Fig. 1: run 1, placement by cell class
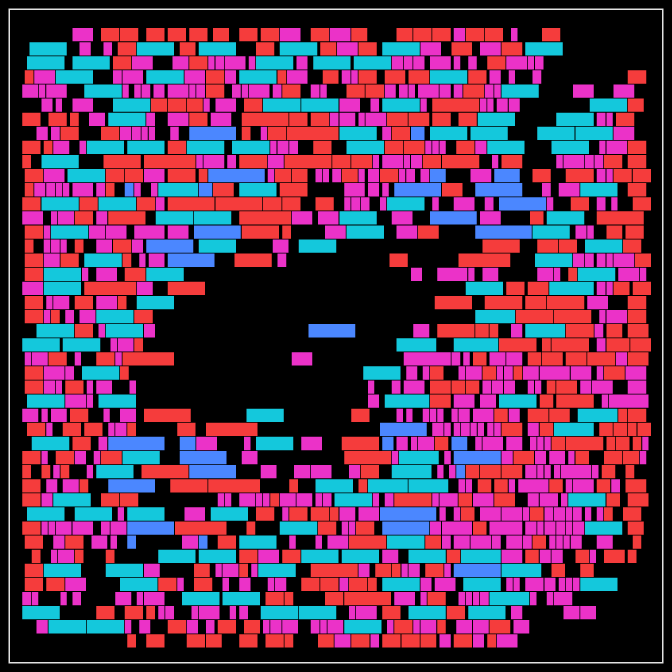
Fig. 2: run 1, clock network drawn from the DEF
Bar = 50 µm.
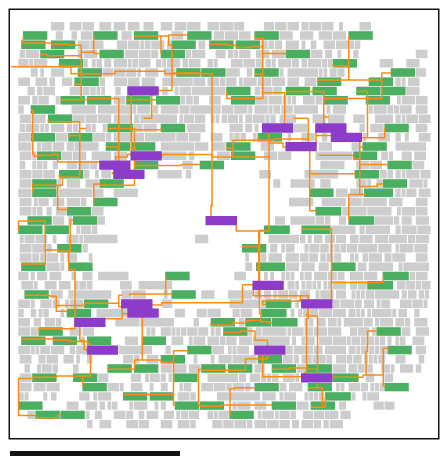
Fig. 3: run 1, sequential cells colored by netlist name
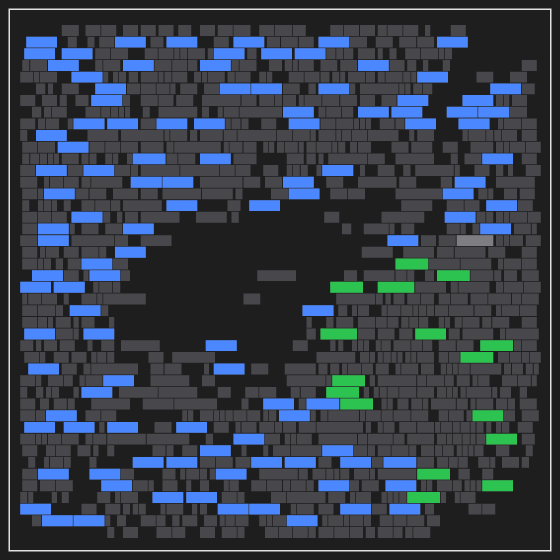
`config.mk`:
```
export PLATFORM = sky130hd
export DESIGN_NAME = pipe_stage_buf
export DESIGN_NICKNAME = d
export VERILOG_FILES = /design/src/rtl/pipe_stage_buf.sv
export SDC_FILE = /design/constraint.sdc
export NUM_CORES = 1
export LEC_CHECK = 0
export ABC_AREA = 1
export CORE_MARGIN = 2
export CORE_UTILIZATION = 38
export DETAILED_ROUTE_END_ITERATION = 8
export MAX_ROUTING_LAYER = met4
export PLACE_DENSITY = 0.8
export SYNTH_ARGS = -nofsm -noshare
export SYNTH_HDL_FRONTEND = slang
export SYNTH_SLANG_ARGS = --single-unit
```
`constraint.sdc`:
```
create_clock -name i_clk -period 1.5 [get_ports i_clk]
set_clock_uncertainty 0.15 [all_clocks]
set_input_delay 0.3 -clock i_clk [delete_from_list [all_inputs] [get_ports i_clk]]
set_output_delay 0.3 -clock i_clk [all_outputs]
set_load 0.01 [all_outputs]
```
`src/rtl/pipe_stage_buf.sv`:
```
// pipe_stage_buf: handshaked inter-stage register with flush, debug freeze
// and saturating stall counter; define PIPE_STAGE_BUF_SKID_EN for a skid entry.
module pipe_stage_buf #(
    parameter int NB_REG   = 32,
    parameter int NB_ADDR  = 5,
    parameter int NB_CTRL  = 9,
    parameter int NB_STALL = 16
) (
    input  logic                i_clk,
    input  logic                i_reset,
    input  logic                i_dunit_clk_en,
    input  logic                i_flush,
    input  logic                i_valid,
    output logic                o_ready,
    input  logic [NB_REG-1:0]   i_pc_eight,
    input  logic [NB_REG-1:0]   i_alu_result,
    input  logic [NB_REG-1:0]   i_w_data,
    input  logic [NB_ADDR-1:0]  i_data_addr,
    input  logic [NB_CTRL-1:0]  i_ctrl,
    output logic                o_valid,
    input  logic                i_ready,
    output logic [NB_REG-1:0]   o_pc_eight,
    output logic [NB_REG-1:0]   o_alu_result,
    output logic [NB_REG-1:0]   o_w_data,
    output logic [NB_ADDR-1:0]  o_data_addr,
    output logic [NB_CTRL-1:0]  o_ctrl,
    output logic [1:0]          o_count,
    output logic [NB_STALL-1:0] o_stall_cnt
);

    localparam int NB_PL = 3 * NB_REG + NB_ADDR + NB_CTRL;

    logic [NB_PL-1:0]    in_pl;
    logic [NB_PL-1:0]    m_pl;
    logic                m_valid;
    logic [NB_CTRL-1:0]  m_ctrl;
    logic [NB_STALL-1:0] stall_cnt;
    logic                accept;
    logic                consume;

    assign in_pl = {i_pc_eight, i_alu_result, i_w_data,
                    i_data_addr, i_ctrl};

    assign {o_pc_eight, o_alu_result, o_w_data,
            o_data_addr, m_ctrl} = m_pl;

    assign accept  = i_valid & o_ready & i_dunit_clk_en & ~i_flush;
    assign consume = m_valid & i_ready & i_dunit_clk_en;

    // Bubbles must never carry write-enables downstream
    assign o_valid     = m_valid;
    assign o_ctrl      = m_valid ? m_ctrl : '0;
    assign o_stall_cnt = stall_cnt;

`ifdef PIPE_STAGE_BUF_SKID_EN

    logic             s_valid;
    logic [NB_PL-1:0] s_pl;

    // Depends only on state, reset and freeze: no path from i_ready
    assign o_ready = ~s_valid & ~i_reset & i_dunit_clk_en;
    assign o_count = {m_valid & s_valid, m_valid ^ s_valid};

    always_ff @(posedge i_clk) begin
        if (i_reset) begin
            m_valid <= 1'b0;
            s_valid <= 1'b0;
            m_pl    <= '0;
            s_pl    <= '0;
        end else if (i_dunit_clk_en) begin
            if (i_flush) begin
                m_valid <= 1'b0;
                s_valid <= 1'b0;
            end else if (consume && s_valid) begin
                m_pl    <= s_pl;
                s_valid <= 1'b0;
            end else if (!m_valid || consume) begin
                m_valid <= accept;
                if (accept)
                    m_pl <= in_pl;
            end else if (accept) begin
                s_pl    <= in_pl;
                s_valid <= 1'b1;
            end
        end
    end

`else

    assign o_ready = (~m_valid | i_ready) & ~i_reset & i_dunit_clk_en;
    assign o_count = {1'b0, m_valid};

    always_ff @(posedge i_clk) begin
        if (i_reset) begin
            m_valid <= 1'b0;
            m_pl    <= '0;
        end else if (i_dunit_clk_en) begin
            if (i_flush) begin
                m_valid <= 1'b0;
            end else if (accept) begin
                m_valid <= 1'b1;
                m_pl    <= in_pl;
            end else if (consume) begin
                m_valid <= 1'b0;
            end
        end
    end

`endif

    always_ff @(posedge i_clk) begin
        if (i_reset)
            stall_cnt <= '0;
        else if (m_valid && !i_ready && i_dunit_clk_en && !(&stall_cnt))
            stall_cnt <= stall_cnt + 1'b1;
    end

endmodule

```
==> impl_results.rst, run 1 <==
Synthesis and place-and-route
=============================

.. list-table::
   :header-rows: 1

   * - Metric
     - Value
   * - Grt total ovfl
     - 0
   * - Number of placed cells counting well taps
     - 1098
   * - Fin crit share
     - 112%
   * - Smallest setup slack after layout
     - -0.186 ns
   * - Final non-filler cell total
     - 1178
   * - Die outline height
     - 126 µm
   * - Worst setup slack after placement
     - -0.565 ns
   * - Final weighted congestion in routability-driven placement
     - 0.817
   * - Area growth syn-to-layout
     - 83.0%
   * - Die Wd
     - 126 µm
   * - Overall power after layout
     - 9.09 mW
   * - Category of the critical setup timing path
     - reg -> out
   * - Post-synthesis register bit count
     - 127
   * - Util after Layout
     - 71.0%
   * - Number of maximum-capacitance violations
     - 0
   * - Number of instances in the synthesized netlist
     - 757
   * - Number of top-level pins
     - 246
   * - Status
     - finished, violations left
   * - Antenna diode count
     - 0
   * - Total standard cell area after synthesis
     - 5640 µm²
   * - Number of nets in the final layout
     - 1098
   * - Violated checks
     - setup timing
   * - Setup repair after global routing missed its margin
     - yes
   * - Layout cell share with drive strength beyond 1
     - 45.7%
   * - Fraction of power consumed by sequential logic
     - 39.0%
   * - Cell leakage power
     - 4.39 nW
   * - Maximum buffer depth of the clock tree
     - 2
   * - Switching power
     - 2.16 mW
   * - Starting Density
     - 38.8%
   * - Cell count listed in synth_stat.txt
     - 757
   * - Maximum fanout encountered on the critical timing path
     - 7
   * - Count of nets left with antenna violations after detail routing
     - 0
   * - Post-Syn Nets
     - 874
   * - Post-route cell area
     - 10300 µm²
   * - Clock transition at the registers of the reported paths
     - 0.06 ns
   * - Row count
     - 44
   * - Antenna violations before repair
     - 0
   * - Time the worst path needs with I/O delays and setup
     - 1.69 ns
   * - Total routed wirelength
     - 20.9 mm
   * - Largest area contributor in the synthesized netlist
     - dfxtp_1
   * - Via count of the first global-routing pass
     - 5485
   * - Endpoints failing setup
     - 138
   * - Type of element launching the critical path
     - register
   * - DR vias/cell
     - 4.91
   * - Count of buffers inserted at the top-level ports
     - 244
   * - TritonCTS Buffers
     - 17
   * - Switching share of power
     - 23.8%
About Fig. 1:
remaining logic cells: shown in magenta, cells 491. remaining buffers and delay cells: shown in red, cells 344. clock drivers and dummy loads: shown in blue, cells 32. registers: shown in cyan, cells 127.

About Fig. 2:
clock wires: shown in orange, length 1770 µm. clock-net drivers: shown in purple, count 17. flip-flops: shown in green, count 127.
Position of the flops: spread over the die. There are 18 routed clock nets.

About Fig. 3:
`m_pl`: shown in blue, flops 110, where spread over the die. `o_stall_cnt`: shown in green, flops 16.
Another 1 sequential cells are not colored.

-- run 1: worst max-delay path, cell delays in order (launching register included) --
cell and delay [ns]:
dfxtp_4 0.37, buf_12 0.14, buf_6 0.11, nand2_2 0.06, inv_2 0.04, buf_6 0.11
-- run 1: path summary, 6_finish.rpt --
check / startpoint / to / slack [ns]
min reg2reg: m_pl[61] / m_pl[61] / 0.35
min: i_reset / o_valid / 0.28
max reg2reg: o_valid / m_pl[6] / -0.16
max: o_valid / o_ctrl[6] / -0.19
-- run 1: cell usage after synthesis --
master    number
o21ai_1       28
clkbuf_1      16
conb_1         1
o21ai_4        1
inv_2          4
xnor2_1        2
o21ai_0       84
dfxtp_1      127
xor2_1         4
nand4_2        1
ha_1           1
nand4_1        5
buf_4        112
buf_2         11
nor2_2         1
inv_1         20
nor3_1         3
buf_6          3
nand2_2        2
nor2_1       246
a21oi_1       12
nor2_4         3
nand2_1       60
nand3_1       10
-- run 1: metal layers --
layer	track usage [%]	routed length, µm	up-vias
met5	-	0	-
met4	7.18	395	0
met3	6.24	1280	34
met2	37.6	10700	247
met1	26.8	8490	2746
li1	-	-	2758
-- run 1: repair_timing --
| action | 4_1_cts | 5_1_grt |
|---|---|---|
| setup endpoints to repair | 249 | 222 |
| gates resized | 382 | 395 |
| hold endpoints to repair | 0 | 0 |
| gates cloned | 12 | 17 |
| pin swaps | 17 | 71 |
| setup buffers | 16 | 8 |
-- run 1: registers in the layout, indices dropped and copies added (netlist names) --
name and cells:
m_pl 110, o_stall_cnt 16, o_valid 1
-- run 1: cell families after synthesis --
| logic type | synth area share, % |
|---|---|
| other cells | 0.0665 |
| buf+inv | 19.2 |
| simple gates | 23.2 |
| fa+ha+maj | 0.222 |
| flops | 45.1 |
| compound gates | 11.3 |
| xor+xnor | 0.932 |
-- run 1: power by group through the flow --
stage,logic [mW],clock network (mW),registers (mW)
global route,1.19,4.64,3.55
global placement,0.824,0,3.60
finish,1.13,4.42,3.54
floorplan,0.377,0,3.59
CTS,0.912,4.46,3.53
detailed placement,0.831,0,3.60
-- run 1: area by class of cell --
class	count	area, µm²	share of cell area (%)
timing repair buffer	344	3680	35.6
multi-input combinational	465	3090	29.9
sequential	127	2570	24.9
clock buffer	18	439	4.26
tap	184	230	2.23
clock inverter	14	188	1.82
inverter	24	103	0.994
timing repair inverter	2	27.5	0.267
-- run 1: placed cells by master (no fill, tap or decap), drive strengths merged, types with 2 or more instances in the layout --
cell             n
dfxtp          127
nand2           62
clkdlybuf4s15   41
buf            110
clkinv           6
nand3           10
xor2             4
bufinv           4
dlygate4sd2     25
clkbuf          73
xnor2            2
clkdlybuf4s50  112
nor2           250
clkinvlp         2
a21oi           12
nand4            6
o21ai          114
inv             28
nor3             3
==> run 2: changes to the inputs <==
--- a/config.mk
+++ b/config.mk
@@ -7,10 +7,10 @@
 export LEC_CHECK = 0
 export ABC_AREA = 1
 export CORE_MARGIN = 2
-export CORE_UTILIZATION = 38
+export CORE_UTILIZATION = 30
 export DETAILED_ROUTE_END_ITERATION = 8
 export MAX_ROUTING_LAYER = met4
-export PLACE_DENSITY = 0.8
+export PLACE_DENSITY = 0.67
 export SYNTH_ARGS = -nofsm -noshare
 export SYNTH_HDL_FRONTEND = slang
 export SYNTH_SLANG_ARGS = --single-unit
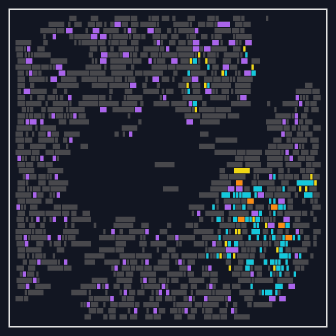
Fig. 4. Selected gate families (run 2).
aoi and oai cells: shown in purple, cells 126, where spread over the die. inv cells: shown in yellow, cells 24. nand cells: shown in cyan, cells 78. xor and xnor cells: shown in orange, cells 6.

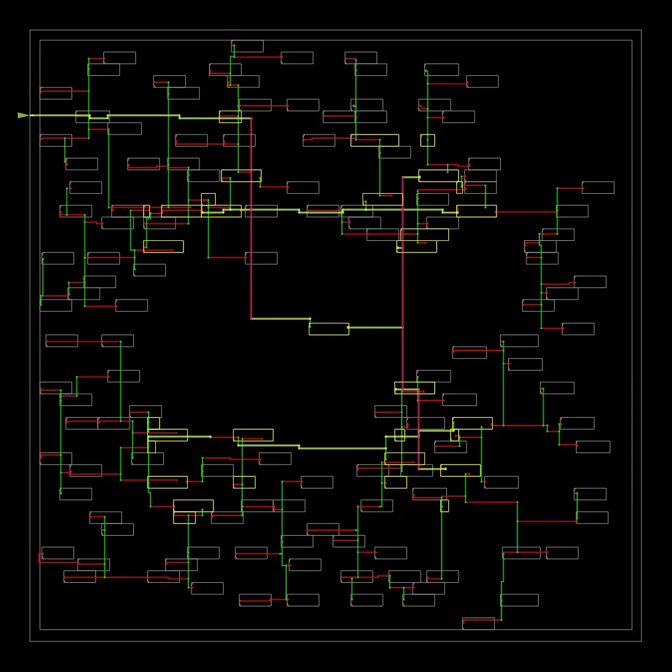
Fig. 5. The clock network (run 2).
TritonCTS Buffers: 17
count of sequential standard cells: 127

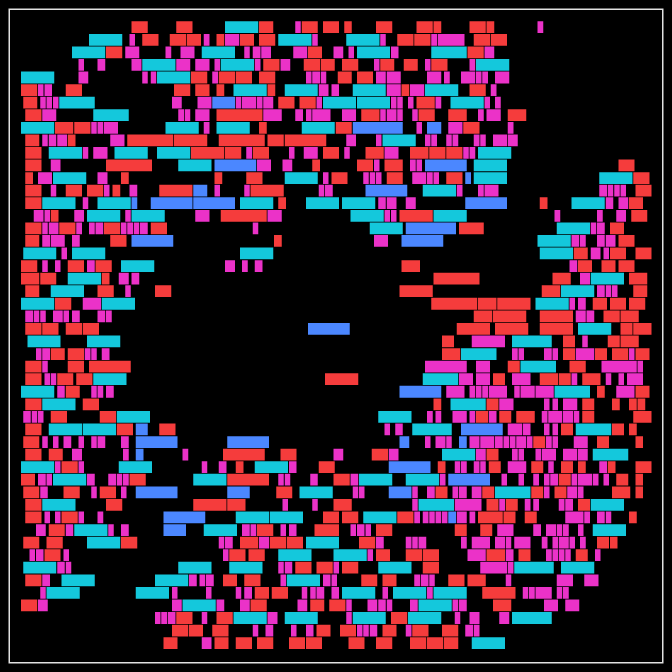
Fig. 6. Placement by cell class (run 2).
remaining logic cells: shown in magenta, cells 489. registers: shown in cyan, cells 127. remaining buffers and delay cells: shown in red, cells 325. clock drivers and dummy loads: shown in blue, cells 32.

==> run 2 against run 1 <==
  * The run still ends with setup timing left
  * Combinational power fell by about 20%
  * Synthesized cell count unchanged
  * Sequential power barely moved
  * Utilization down 21 points
  * Setup slack got worse by 0.026 ns
  * Critical path type is now reg -> reg
  * Highest routed layer unchanged
==> impl_results.rst, run 2 <==
Synthesis and place-and-route
=============================

.. list-table::
   :header-rows: 1

   * - Metric
     - Value
   * - Share of flip-flops with an asynchronous set or reset after synthesis
     - 0%
   * - Number of maximum-capacitance violations
     - 0
   * - Status
     - finished, violations left
   * - Worst setup slack after placement
     - -0.556 ns
   * - Setup repair after global routing missed its margin
     - yes
   * - Antenna diode count
     - 0
   * - Ordered list of cells on the worst path
     - buf_6, nand2_4, buf_6, nand4_4, nor2_4, buf_6, buf_12, buf_12, o21ai_2, nor2_1
   * - Post-Syn Nets
     - 874
   * - Total standard cell area after synthesis
     - 5640 µm²
   * - Largest stage delay on the critical path
     - 0.36 ns
   * - Die Wd
     - 141 µm
   * - Die outline height
     - 141 µm
   * - Top cells by count, synth
     - nor2_1 (246), dfxtp_1 (127), buf_4 (112)
   * - Antenna violations before repair
     - 0
   * - Post-synthesis register bit count
     - 127
   * - Layout cell share with drive strength beyond 1
     - 31.2%
   * - Endpoints failing setup
     - 136
   * - DR vias/cell
     - 4.51
   * - Fraction of power consumed by sequential logic
     - 40.9%
   * - Logic cell area
     - 2450 µm²
   * - Dominant logic cell type in the layout
     - nor2_1
   * - Largest register by flop count
     - m_pl
   * - Dominant cell by count in the synthesized netlist
     - nor2_1
   * - Seq. cell area
     - 2570 µm²
   * - Smallest setup slack after layout
     - -0.212 ns
   * - Top_reg_cell synth
     - dfxtp_1
   * - Number of synthesized flops with an enable pin
     - 0
   * - Maximum buffer depth of the clock tree
     - 2
   * - Number of top-level pins
     - 246
   * - Number of placed cells counting well taps
     - 1149
   * - Violated checks
     - setup timing
-- run 2: cell types whose count changed in the layout (fill, tap and decap cells not counted), sizes merged, moves of 2 or more --
cell / before / now
buf: 110 / 100
bufinv: 4 / 2
clkbuf: 73 / 49
clkdlybuf4s15: 41 / 49
dlygate4sd2: 25 / 37
inv: 28 / 25
-- run 2: power groups by stage --
stage	combinational, mW	clock [mW]	sequential [mW]
6_report	0.942	4.16	3.53
5_1_grt	1.01	4.40	3.54
4_1_cts	0.888	4.24	3.53
3_5_place_dp	0.834	0	3.60
3_3_place_gp	0.832	0	3.59
2_1_floorplan	0.377	0	3.59
-- run 2: per-layer routing --
layer  wire (µm)  track usage (%)  vias up
li1            -                -     2699
met1        8080             21.0     2550
met2        8950             29.3      175
met3        1030             4.38       22
met4         301             5.89        0
met5           0                -        -
-- run 2: path summary, 6_finish.rpt --
path	from	end	slack [ns]
max	o_valid	m_pl[13]	-0.21
min	i_w_data[10]	m_pl[24]	0.31
max reg2reg	o_valid	m_pl[13]	-0.21
min reg2reg	m_pl[39]	m_pl[39]	0.34
-- run 2: timing repair --
action,4_1_cts,5_1_grt
gates resized,365,180
pin swaps,36,52
gates cloned,9,9
setup buffers,15,1
setup endpoints to repair,247,206
-- run 2: final cells by class --
| type | count | share of cell area, % |
|---|---|---|
| Inverter | 24 | 1.14 |
| Clock buffer | 23 | 5.22 |
| Sequential cell | 127 | 27.5 |
| Tap cell | 234 | 3.13 |
| Multi-Input combinational cell | 465 | 26.2 |
| Clock inverter | 9 | 1.14 |
| Timing Repair Buffer | 325 | 35.6 |
-- run 2: through the flow --
stage | TNS [ns] | hold slack [ns]
after global placement | -55.19 | 0.323
after detailed placement | -57.14 | 0.329
after global routing | -34.17 | 0.308
final | -21.32 | 0.313
after CTS | -26.46 | 0.291
after floorplan | 0 | 0.212
-- run 2: worst max-delay path: cells and delay by family, from the launching register on --
kind / cells / cell delay (ns)
AND-OR/OR-AND: 1 / 0.05
flip-flops: 1 / 0.36
buffers and inverters: 5 / 0.64
AND/OR/NAND/NOR: 4 / 0.41
-- run 2: cell families (layout without fill, tap and decap cells) --
| kind of cell | after synthesis | in the layout | share of synthesized area, % |
|---|---|---|---|
| AND-OR/OR-AND | 125 | 126 | 11.3 |
| AND/OR/NAND/NOR | 331 | 331 | 23.2 |
| adder cells (fa/ha/maj) | 1 | 1 | 0.222 |
| XOR/XNOR | 6 | 6 | 0.932 |
| buffers and inverters | 166 | 381 | 19.2 |
| flip-flops | 127 | 127 | 45.1 |
| other | 1 | 1 | 0.0665 |
==> run 3: changes to the inputs <==
--- a/config.mk
+++ b/config.mk
@@ -8,6 +8,7 @@
 export ABC_AREA = 1
 export CORE_MARGIN = 2
 export CORE_UTILIZATION = 30
+export CTS_BUF_LIST = sky130_fd_sc_hd__clkbuf_8
 export DETAILED_ROUTE_END_ITERATION = 8
 export MAX_ROUTING_LAYER = met4
 export PLACE_DENSITY = 0.67
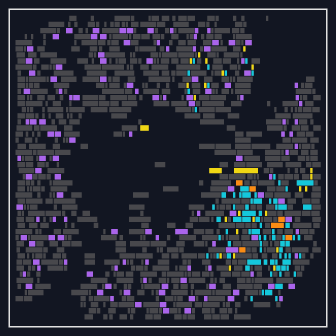
Fig. 7. Selected gate families (run 3).
aoi and oai cells: shown in purple, cells 125, where spread over the die. nand cells: shown in cyan, cells 78. inv cells: shown in yellow, cells 26. xor and xnor cells: shown in orange, cells 6.

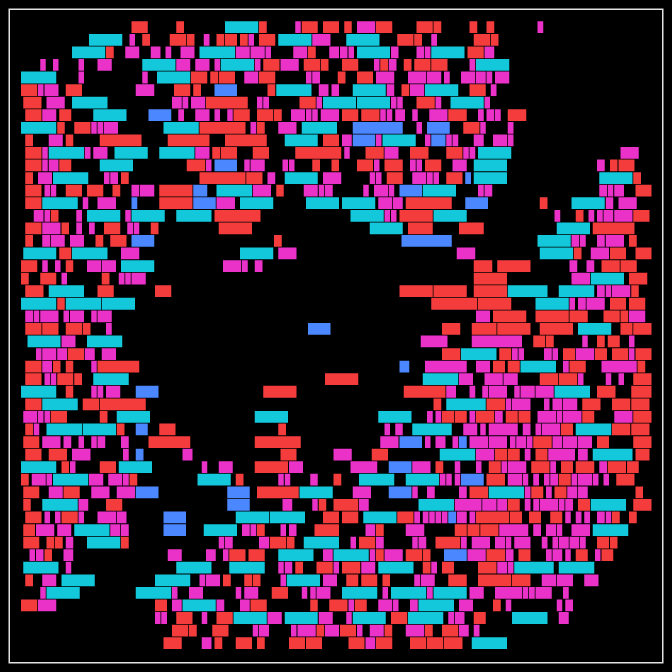
Fig. 8. Placement by cell class (run 3).
remaining buffers and delay cells: shown in red, cells 351. remaining logic cells: shown in magenta, cells 490. registers: shown in cyan, cells 127. clock drivers and dummy loads: shown in blue, cells 32.

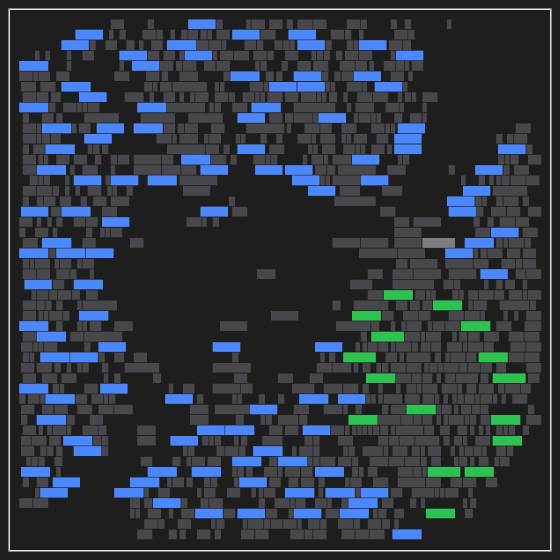
Fig. 9. Sequential cells colored by netlist name (run 3).
`m_pl`: shown in blue, flops 110, where spread over the die. `o_stall_cnt`: shown in green, flops 16.
Another 1 sequential cells are not colored.

==> run 3 against run 2 <==
  * The run still ends with setup timing left
  * Routed wire length increased by 5.5%
  * Sequential power hardly changed
  * Register-to-register slack gained 0.04 ns
  * Power fell by 11%
  * First-iteration DRC count is 36% higher
  * Setup slack improved by 0.031 ns
  * Via count up 3.4%
  * Combinational power rose by about 10%
  * Maximum frequency increased by 1.9%
  * Critical path depth grew 1
  * Sequential share of layout area is 0.82 points lower
  * Synthesized cell count did not move
  * Largest power group is now registers
==> impl_results.rst, run 3 <==
Synthesis and place-and-route
=============================

.. list-table::
   :header-rows: 1

   * - Metric
     - Value
   * - Status
     - finished, violations left
   * - Violated checks
     - setup timing
   * - Maximum fanout encountered on the critical timing path
     - 6
   * - Die Wd
     - 141 µm
   * - Final weighted congestion in routability-driven placement
     - 0.821
   * - Via count of the first global-routing pass
     - 5386
   * - Number of synthesized flops with an enable pin
     - 0
   * - Top_reg_cell synth
     - dfxtp_1
   * - Post-Syn Nets
     - 874
   * - Number of instances in the synthesized netlist
     - 757
   * - Dominant logic cell type in the layout
     - nor2_1
   * - Count of buffers inserted at the top-level ports
     - 244
   * - Layout cell share with drive strength beyond 1
     - 52.7%
   * - Switching share of power
     - 25.3%
   * - Smallest setup slack after layout
     - -0.180 ns
   * - Share of flip-flops with an asynchronous set or reset after synthesis
     - 0%
   * - Endpoints failing setup
     - 127
   * - Post-synthesis register bit count
     - 127
   * - Final non-filler cell total
     - 1234
   * - Cell count listed in synth_stat.txt
     - 757
   * - Time the worst path needs with I/O delays and setup
     - 1.68 ns
   * - Number of maximum-capacitance violations
     - 0
   * - Type of element launching the critical path
     - input pin
   * - Overall power after layout
     - 7.64 mW
   * - Grt total ovfl
     - 0
   * - Area growth syn-to-layout
     - 74.7%
   * - Fraction of power consumed by sequential logic
     - 46.3%
   * - Switching power
     - 1.93 mW
   * - Dominant cell by count in the synthesized netlist
     - nor2_1
   * - Most common logic cells in the final layout
     - nor2_1 (160), clkdlybuf4s50_1 (113), buf_2 (73)
   * - Number of nets in the final layout
     - 1104
   * - FF-to-FF setup slack
     - -0.17 ns
   * - Total standard cell area after synthesis
     - 5640 µm²
   * - Die outline height
     - 141 µm
   * - Post-route cell area
     - 9850 µm²
   * - Antenna diode count
     - 0
   * - Starting Density
     - 30.3%
   * - Fin crit share
     - 112%
   * - Flip-flop count of the largest register after layout
     - 110
==> run 3: netlist changes by cell type in the layout (fill, tap and decap cells not counted), sizes merged <==
cell           previous run  this run
buf                     100       190
clkdlybuf4s15            49         9
dlygate4sd2              37         1
clkbuf                   49        58
clkinv                    5         7
inv                      25        27
dlymetal6s2s              0         1
o21ai                   114       113
==> run 3: path summary, 6_finish.rpt <==
path / depth (start not counted) / endpoint / startpoint
hold / removal: 3 / m_pl[26] / i_w_data[12]
hold reg to reg: 2 / m_pl[48] / m_pl[48]
setup reg to reg: 9 / m_pl[43] / o_valid
setup / recovery: 11 / m_pl[43] / i_ready
==> run 3: power by group through the flow <==
| stage | Combinational (mW) | Clock (mW) | Sequential, mW |
|---|---|---|---|
| global placement | 0.832 | 0 | 3.59 |
| detailed placement | 0.834 | 0 | 3.60 |
| finish | 1.05 | 3.05 | 3.53 |
| CTS | 0.907 | 3.14 | 3.52 |
| floorplan | 0.377 | 0 | 3.59 |
| global route | 1.12 | 3.29 | 3.55 |
==> run 3: cells by family after synthesis <==
logic type      Yosys count  share of synthesized area (%)
simple gates            331                           23.2
buf+inv                 166                           19.2
flops                   127                           45.1
compound gates          125                           11.3
xor+xnor                  6                          0.932
fa+ha+maj                 1                          0.222
other cells               1                         0.0665
==> run 3: critical path, cell delays in order <==
cell,delay (ns)
clkdlybuf4s50_1,0.45
inv_1,0.06
nand2_4,0.09
nand4_4,0.08
nor2_4,0.20
buf_12,0.17
buf_8,0.11
clkinv_8,0.08
buf_16,0.16
nor2_4,0.08
nor2_1,0.05
==> run 3: final cells by class <==
class	count	area (µm²)	share of cell area (%)
sequential	127	2630	26.7
clock inverter	11	114	1.16
inverter	24	116	1.18
tap	234	293	2.97
multi-input combinational	464	2930	29.7
timing repair inverter	2	27.5	0.279
timing repair buffer	351	3450	35.0
clock buffer	21	289	2.93
==> run 3: metal layers <==
| metal | up-vias | GRT usage [%] | part of all wire, % |
|---|---|---|---|
| li1 | 2755 | - | - |
| met1 | 2692 | 21.2 | 43 |
| met2 | 167 | 29.7 | 50 |
| met3 | 17 | 5.23 | 5.2 |
| met4 | 0 | 5.79 | 1.5 |
| met5 | - | - | 0 |
==> run 3: repair_timing <==
action	4_1_cts	5_1_grt
buffers inserted	16	25
endpoints found under the setup margin	248	234
cloned	12	10
pin swaps	6	104
resized	523	412
No activity file was given, so power comes from the tool's default toggle rates.
